===== src/rtl/ram_8x8_pkg.sv =====
// Shared sizing constants and word type for the 8x8 flip-flop RAM.
package ram_8x8_pkg;

    localparam int DATA_W = 8;
    localparam int ADDR_W = 3;
    localparam int DEPTH  = 2 ** ADDR_W;

    typedef logic [DATA_W-1:0] word_t;

endpackage


===== src/rtl/ram_8x8_word.sv =====
// One storage word: a register with synchronous clear and a load enable.
module ram_8x8_word
    import ram_8x8_pkg::*;
#(
    parameter int W = DATA_W
) (
    input  logic         clk,
    input  logic         rst,
    input  logic         we,
    input  logic [W-1:0] d,
    output logic [W-1:0] q
);

    // Clear wins over load so a write issued during reset is dropped.
    always_ff @(posedge clk) begin
        if (rst) begin
            q <= '0;
        end else if (we) begin
            q <= d;
        end
    end

endmodule


===== src/rtl/ram_8x8.sv =====
// 8-word flip-flop RAM: one-hot write decode, 8:1 read mux, registered Q.
// A read returns the word as stored before the edge; Q holds during writes.
module ram_8x8 #(
    parameter int DATA_W = ram_8x8_pkg::DATA_W,
    parameter int ADDR_W = ram_8x8_pkg::ADDR_W
) (
    input  logic              clk,
    input  logic [DATA_W-1:0] D,
    output logic [DATA_W-1:0] Q,
    input  logic [ADDR_W-1:0] addr,
    input  logic              we,
    input  logic              rst
);

    localparam int DEPTH = 2 ** ADDR_W;

    logic [DEPTH-1:0]             wr_sel;
    logic [DEPTH-1:0][DATA_W-1:0] words;
    logic [DATA_W-1:0]            rd_data;

    // One-hot write select; all zero when not writing.
    always_comb begin
        wr_sel = '0;
        if (we) begin
            wr_sel[addr] = 1'b1;
        end
    end

    genvar gi;
    generate
        for (gi = 0; gi < DEPTH; gi++) begin : g_word
            ram_8x8_word #(
                .W (DATA_W)
            ) u_word (
                .clk (clk),
                .rst (rst),
                .we  (wr_sel[gi]),
                .d   (D),
                .q   (words[gi])
            );
        end
    endgenerate

    // Read mux looks at the pre-edge contents, so no write-through exists.
    always_comb begin
        rd_data = words[addr];
    end

    // Output register: cleared by reset, loaded only on read cycles.
    always_ff @(posedge clk) begin
        if (rst) begin
            Q <= '0;
        end else if (!we) begin
            Q <= rd_data;
        end
    end

endmodule


===== config.mk =====
export PLATFORM = sky130hd
export DESIGN_NAME = ram_8x8
export DESIGN_NICKNAME = d
export VERILOG_FILES = /design/src/rtl/ram_8x8_pkg.sv /design/src/rtl/ram_8x8_word.sv /design/src/rtl/ram_8x8.sv
export SDC_FILE = /design/constraint.sdc
export NUM_CORES = 1
export LEC_CHECK = 0
export CORE_AREA = 5 5 102 104
export DETAILED_ROUTE_END_ITERATION = 10
export DIE_AREA = 0 0 107 109
export GPL_TIMING_DRIVEN = 0
export PLACE_DENSITY = 0.5
export REMOVE_ABC_BUFFERS = 1
export SETUP_SLACK_MARGIN = 0.1
export SLEW_MARGIN = 40
export SYNTH_ARGS = -nofsm -noshare
export SYNTH_HDL_FRONTEND = slang
export SYNTH_HIERARCHICAL = 1
export SYNTH_SLANG_ARGS = --single-unit
export TNS_END_PERCENT = 30

===== constraint.sdc =====
create_clock -name clk -period 2 [get_ports clk]
set_clock_uncertainty 0.1 [all_clocks]
set_input_delay 0.6 -clock clk [delete_from_list [all_inputs] [get_ports clk]]
set_output_delay 0.6 -clock clk [all_outputs]
set_load 0.02 [all_outputs]

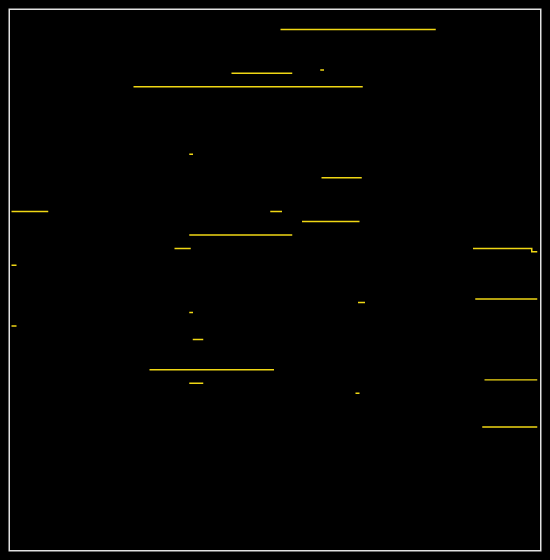
(run_1/m3.png)
The wires run mostly horizontal. 13 nets have wire on it.

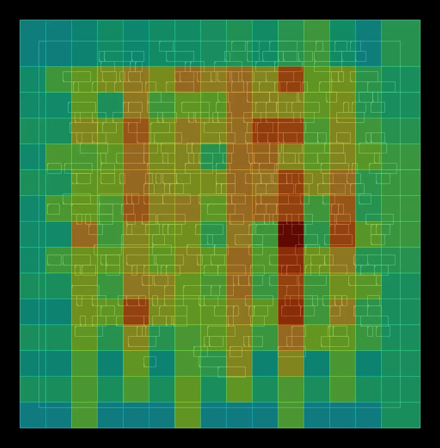
(run_1/congestion_map.png)
GRT met3 Usage: 0.0225
routing usage on met2: 0.237
Most Crowded Layer GR: met2
Overall Global Routing Usage: 0.142

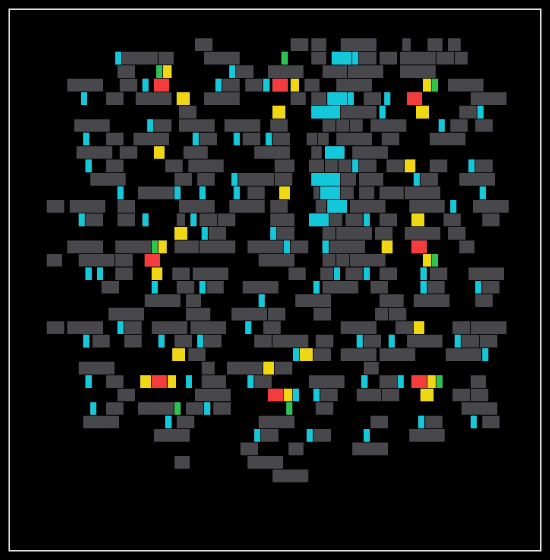
(run_1/gates.png)
Red shows non-inverting ao/oa cells, cells 8. Yellow shows aoi and oai cells, cells 24. Green shows inv cells, cells 8. Cyan shows nor cells, cells 80.

run 1: worst max-delay path by stage:
stage	end	cells after the start	from
2_1_floorplan	g_word[0].u_word/q[0]	4	addr[1]
3_3_place_gp	g_word[0].u_word/q[4]	4	addr[0]
3_5_place_dp	g_word[2].u_word/q[5]	6	we
4_1_cts	g_word[2].u_word/q[6]	6	we
5_1_grt	g_word[5].u_word/q[6]	6	addr[2]
6_report	g_word[2].u_word/q[2]	6	we
run 1: cells by family after synthesis:
group / count (synthesis)
AND-OR/OR-AND: 32
multiplexers: 96
buffers and inverters: 33
flip-flops: 72
AND/OR/NAND/NOR: 89
run 1: sequential cells by signal, indices dropped and copies added, names as in the netlist:
signal           cells
Q                    8
g_word.u_word/q     64
==> impl_metrics.env, run 1 <==
# implementation run metrics
export IMPL_yosys_warnings=6
export IMPL_drv_cap=0
export IMPL_finalInstanceArea_um2=3810
export IMPL_p_leak_nw=1.41
export IMPL_inv_count=8
export IMPL_most_common_cell="mux2i_1"
export IMPL_worstPathArrival_ps=1910
export IMPL_grt_pass1_wl_um=12300
export IMPL_cts_buffers_inserted=9
export IMPL_outcome="completed"
export IMPL_crit_fanout=18
export IMPL_max_freq_ghz=0.565
export IMPL_ys_top_logic_family="multiplexers"
export IMPL_fin_ws_ps=229
export IMPL_hold_violations=0
export IMPL_port_buffers=21
export IMPL_wl_met3_um=219
export IMPL_crit_path_start_kind="input port"
export IMPL_seq_power_mw=1.49
export IMPL_wl_per_cell_um=16.6
export IMPL_tightest_slew_ps=414
export IMPL_core_um2=9460
export IMPL_instances_no_fill=466
export IMPL_synth_area_mux_share=0.300
export IMPL_layout_nonclk_buf_frac=0.105
export IMPL_power_density_nw_per_um2=745
export IMPL_r2r_end="Q[0]"
==> run 2, diff against run 1 <==
clock period = 1.84 ns   (was 2 ns; I/O delays follow)
==> impl_metrics.env, run 2 <==
# implementation run metrics
export IMPL_p_leak_nw=1.42
export IMPL_hold_violations=0
export IMPL_simple_gate_share=0.110
export IMPL_seq_area_frac_synth=0.451
export IMPL_crit_fanout=6
export IMPL_layout_nonclk_buf_frac=0.111
export IMPL_setup_viol=0
export IMPL_grt_pass1_wl_um=12300
export IMPL_critPathLaunch="addr[1]"
export IMPL_min_from="g_word[4].u_word/q[7]"
export IMPL_crit_path_start_kind="input port"
export IMPL_tightest_slew_ps=334
export IMPL_largest_register_ffs=64
export IMPL_xor_share=0
export IMPL_setup_worst_path_end_class="flop"
export IMPL_finalCritPeriodShare=0.921
export IMPL_rsz0062_at_grt="yes"
export IMPL_synth_cell_area_um2=3200
export IMPL_most_common_cell="mux2i_1"
export IMPL_yosys_warnings=6
export IMPL_grtUsageTotal=0.142
export IMPL_die_width_um=107
export IMPL_vdd_ir_drop_max_v=0.000293
export IMPL_ys_top_logic_family="multiplexers"
export IMPL_synth_area_mux_share=0.300
export IMPL_inv_count=8
export IMPL_port_buffers=21
export IMPL_flops=72
export IMPL_cts_buffers_inserted=9
export IMPL_flop_cell="dfxtp_1"
export IMPL_reg_top3="g_word.u_word/q (64), Q (8)"
export IMPL_top_register="g_word.u_word/q"
export IMPL_drv_cap=0
export IMPL_nets=362
export IMPL_synth_chip_area_um2=3200
export IMPL_seq_power_mw=1.61
export IMPL_vias=2256
export IMPL_outcome="completed"
export IMPL_r2r_end="Q[0]"
export IMPL_avgSynthCellArea_um2=9.93
export IMPL_max_freq_ghz=0.590
export IMPL_power_density_nw_per_um2=807
export IMPL_core_um2=9460
export IMPL_worstPathArrival_ps=1830
export IMPL_drtIter0Drc=55
export IMPL_instances_no_fill=467
export IMPL_comb_share=0.422
export IMPL_crit_end="g_word[2].u_word/q[2]"
export IMPL_slew_headroom=0.776
-- run 2: routing by layer --
metal | vias up | track usage | wire, um
li1 | 1152 | - | -
met1 | 1065 | 0.182 | 3640
met2 | 27 | 0.237 | 3840
met3 | 12 | 0.0225 | 236
met4 | 0 | 0.0630 | 146
met5 | - | 0 | 0
-- run 2: per-stage QoR --
stage	area, um2	power (mW)	hold WS [ps]	worst slack (ps)	utilization
4_1_cts	3810	3.13	401	128	0.403
3_3_place_gp	3360	1.95	372	-3220	0.355
5_1_grt	3840	3.26	422	80.4	0.406
3_5_place_dp	3440	1.96	379	-1310	0.364
2_1_floorplan	3000	1.79	360	-233	-
6_report	3840	3.10	395	145	0.406
-- run 2: worst max-delay path: stages --
cell,delay (ps)
dlygate4sd2_1,360
nand2_2,210
nor3_4,230
buf_4,200
mux2i_1,210
nor2_1,60
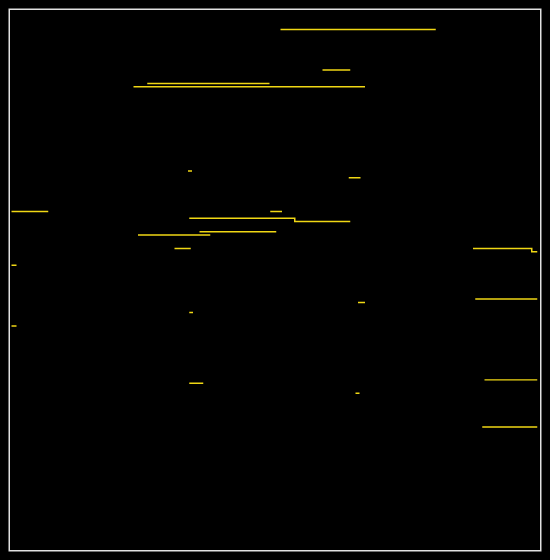
(run_2/m3.png)
The longest straight run is 46.5 um. The layer carries 236 um of wire. 13 nets have wire on it. The layer holds 3.0% of the routed length. The wires run mostly horizontal.

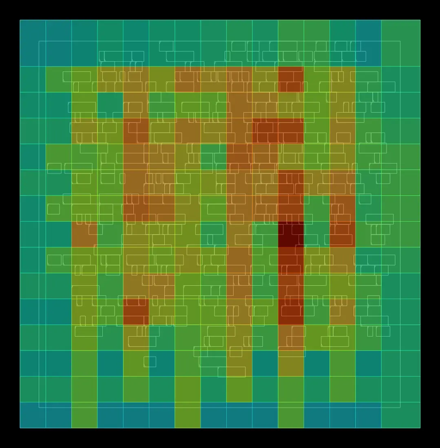
(run_2/congestion_map.png)
WL/cell: 16.8 um
met1 usage: 0.182
Util after Layout: 0.406

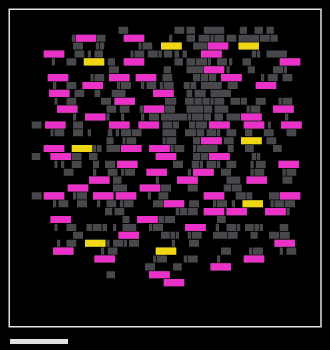
(run_2/ff_map.png)
Scale bar: 20 um.
Magenta shows g_word.u_word/q, flops 64. Yellow shows Q, flops 8.

==> run 3, diff against run 2 <==
PLACE_DENSITY = 0.56   (was 0.5)
==> impl_metrics.env, run 3 <==
# implementation run metrics
export IMPL_outcome="completed"
export IMPL_min_from="g_word[3].u_word/q[4]"
export IMPL_cpPeakStageDelay_ps=240
export IMPL_top_register="g_word.u_word/q"
export IMPL_top_usage_layer="met2"
export IMPL_drv_cap=0
export IMPL_reg_top3="g_word.u_word/q (64), Q (8)"
export IMPL_flop_cell="dfxtp_1"
export IMPL_seq_area_frac_synth=0.451
export IMPL_use_met2=0.212
export IMPL_p_total_mw=3.03
export IMPL_wl_met3_um=322
export IMPL_crit_path_start_kind="input port"
export IMPL_synth_area_mux_share=0.300
export IMPL_top_layer="met4"
export IMPL_largest_register_ffs=64
export IMPL_tightest_slew_ps=325
export IMPL_dpl_cell_area_um2=3440
export IMPL_cts_buffers_inserted=9
export IMPL_cp_slowest_cell="buf_16"
export IMPL_inv_count=8
export IMPL_crit_fanout=33
export IMPL_avgSynthCellArea_um2=9.93
export IMPL_pre_cts_slack_ps=-1340
export IMPL_max_freq_ghz=0.585
export IMPL_nets=363
export IMPL_synth_chip_area_um2=3200
export IMPL_comb_share=0.429
export IMPL_r2r_end="Q[3]"
export IMPL_setup_viol=0
export IMPL_layout_nonclk_buf_frac=0.0994
export IMPL_setup_worst_path_end_class="flop"
export IMPL_rsz0062_at_grt="no"
export IMPL_ys_top_logic_family="multiplexers"
export IMPL_core_um2=9460
export IMPL_grt_met1_usage=0.183
export IMPL_path_common_cell="buf_4"
## run 3: cell counts after synthesis
No cell type changed its count.
## run 3: worst min-delay path by stage
stage                                       end  slack (ps)  depth (start not counted)
after global placement    g_word[2].u_word/q[7]         370                          2
after floorplan           g_word[0].u_word/q[0]         360                          2
after CTS                 g_word[6].u_word/q[2]         400                          2
final                     g_word[3].u_word/q[4]         390                          2
after detailed placement  g_word[6].u_word/q[2]         380                          2
after global routing      g_word[6].u_word/q[2]         420                          2
## run 3: power breakdown
group / switching (mW) / internal (mW)
Clock: 0.527 / 0.559
Combinational: 0.191 / 0.138
Sequential: 0.0186 / 1.60
Total: 0.736 / 2.29
## run 3: worst max-delay path, delay by kind of cell
kind | cells | cell delay, ps
simple gates | 3 | 420
buf+inv | 3 | 580
mux | 1 | 210
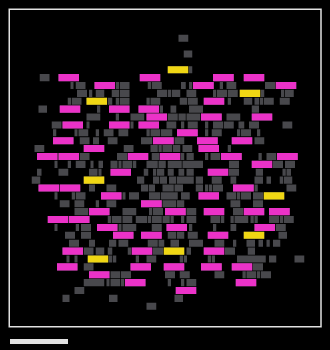
(run_3/ff_map.png)
Scale bar: 20 um.
Magenta shows g_word.u_word/q, flops 64. Yellow shows Q, flops 8.

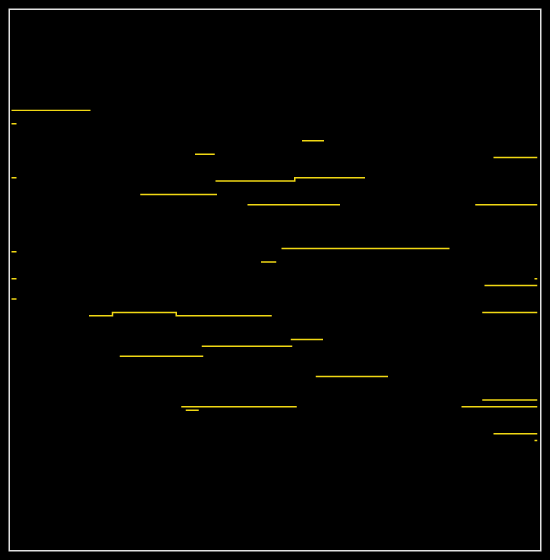
(run_3/m3.png)
22 nets have wire on it. The longest straight run is 33.6 um.

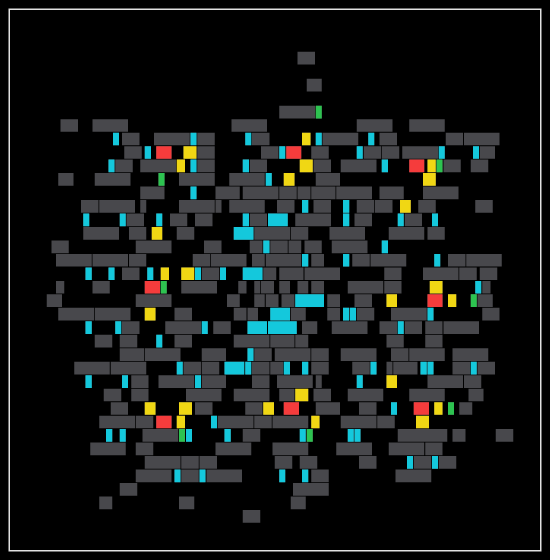
(run_3/gates.png)
Green shows inv cells, cells 8. Cyan shows nor cells, cells 80. Yellow shows aoi and oai cells, cells 24. Red shows non-inverting ao/oa cells, cells 8.

No activity file was given, so power comes from the tool's default toggle rates.
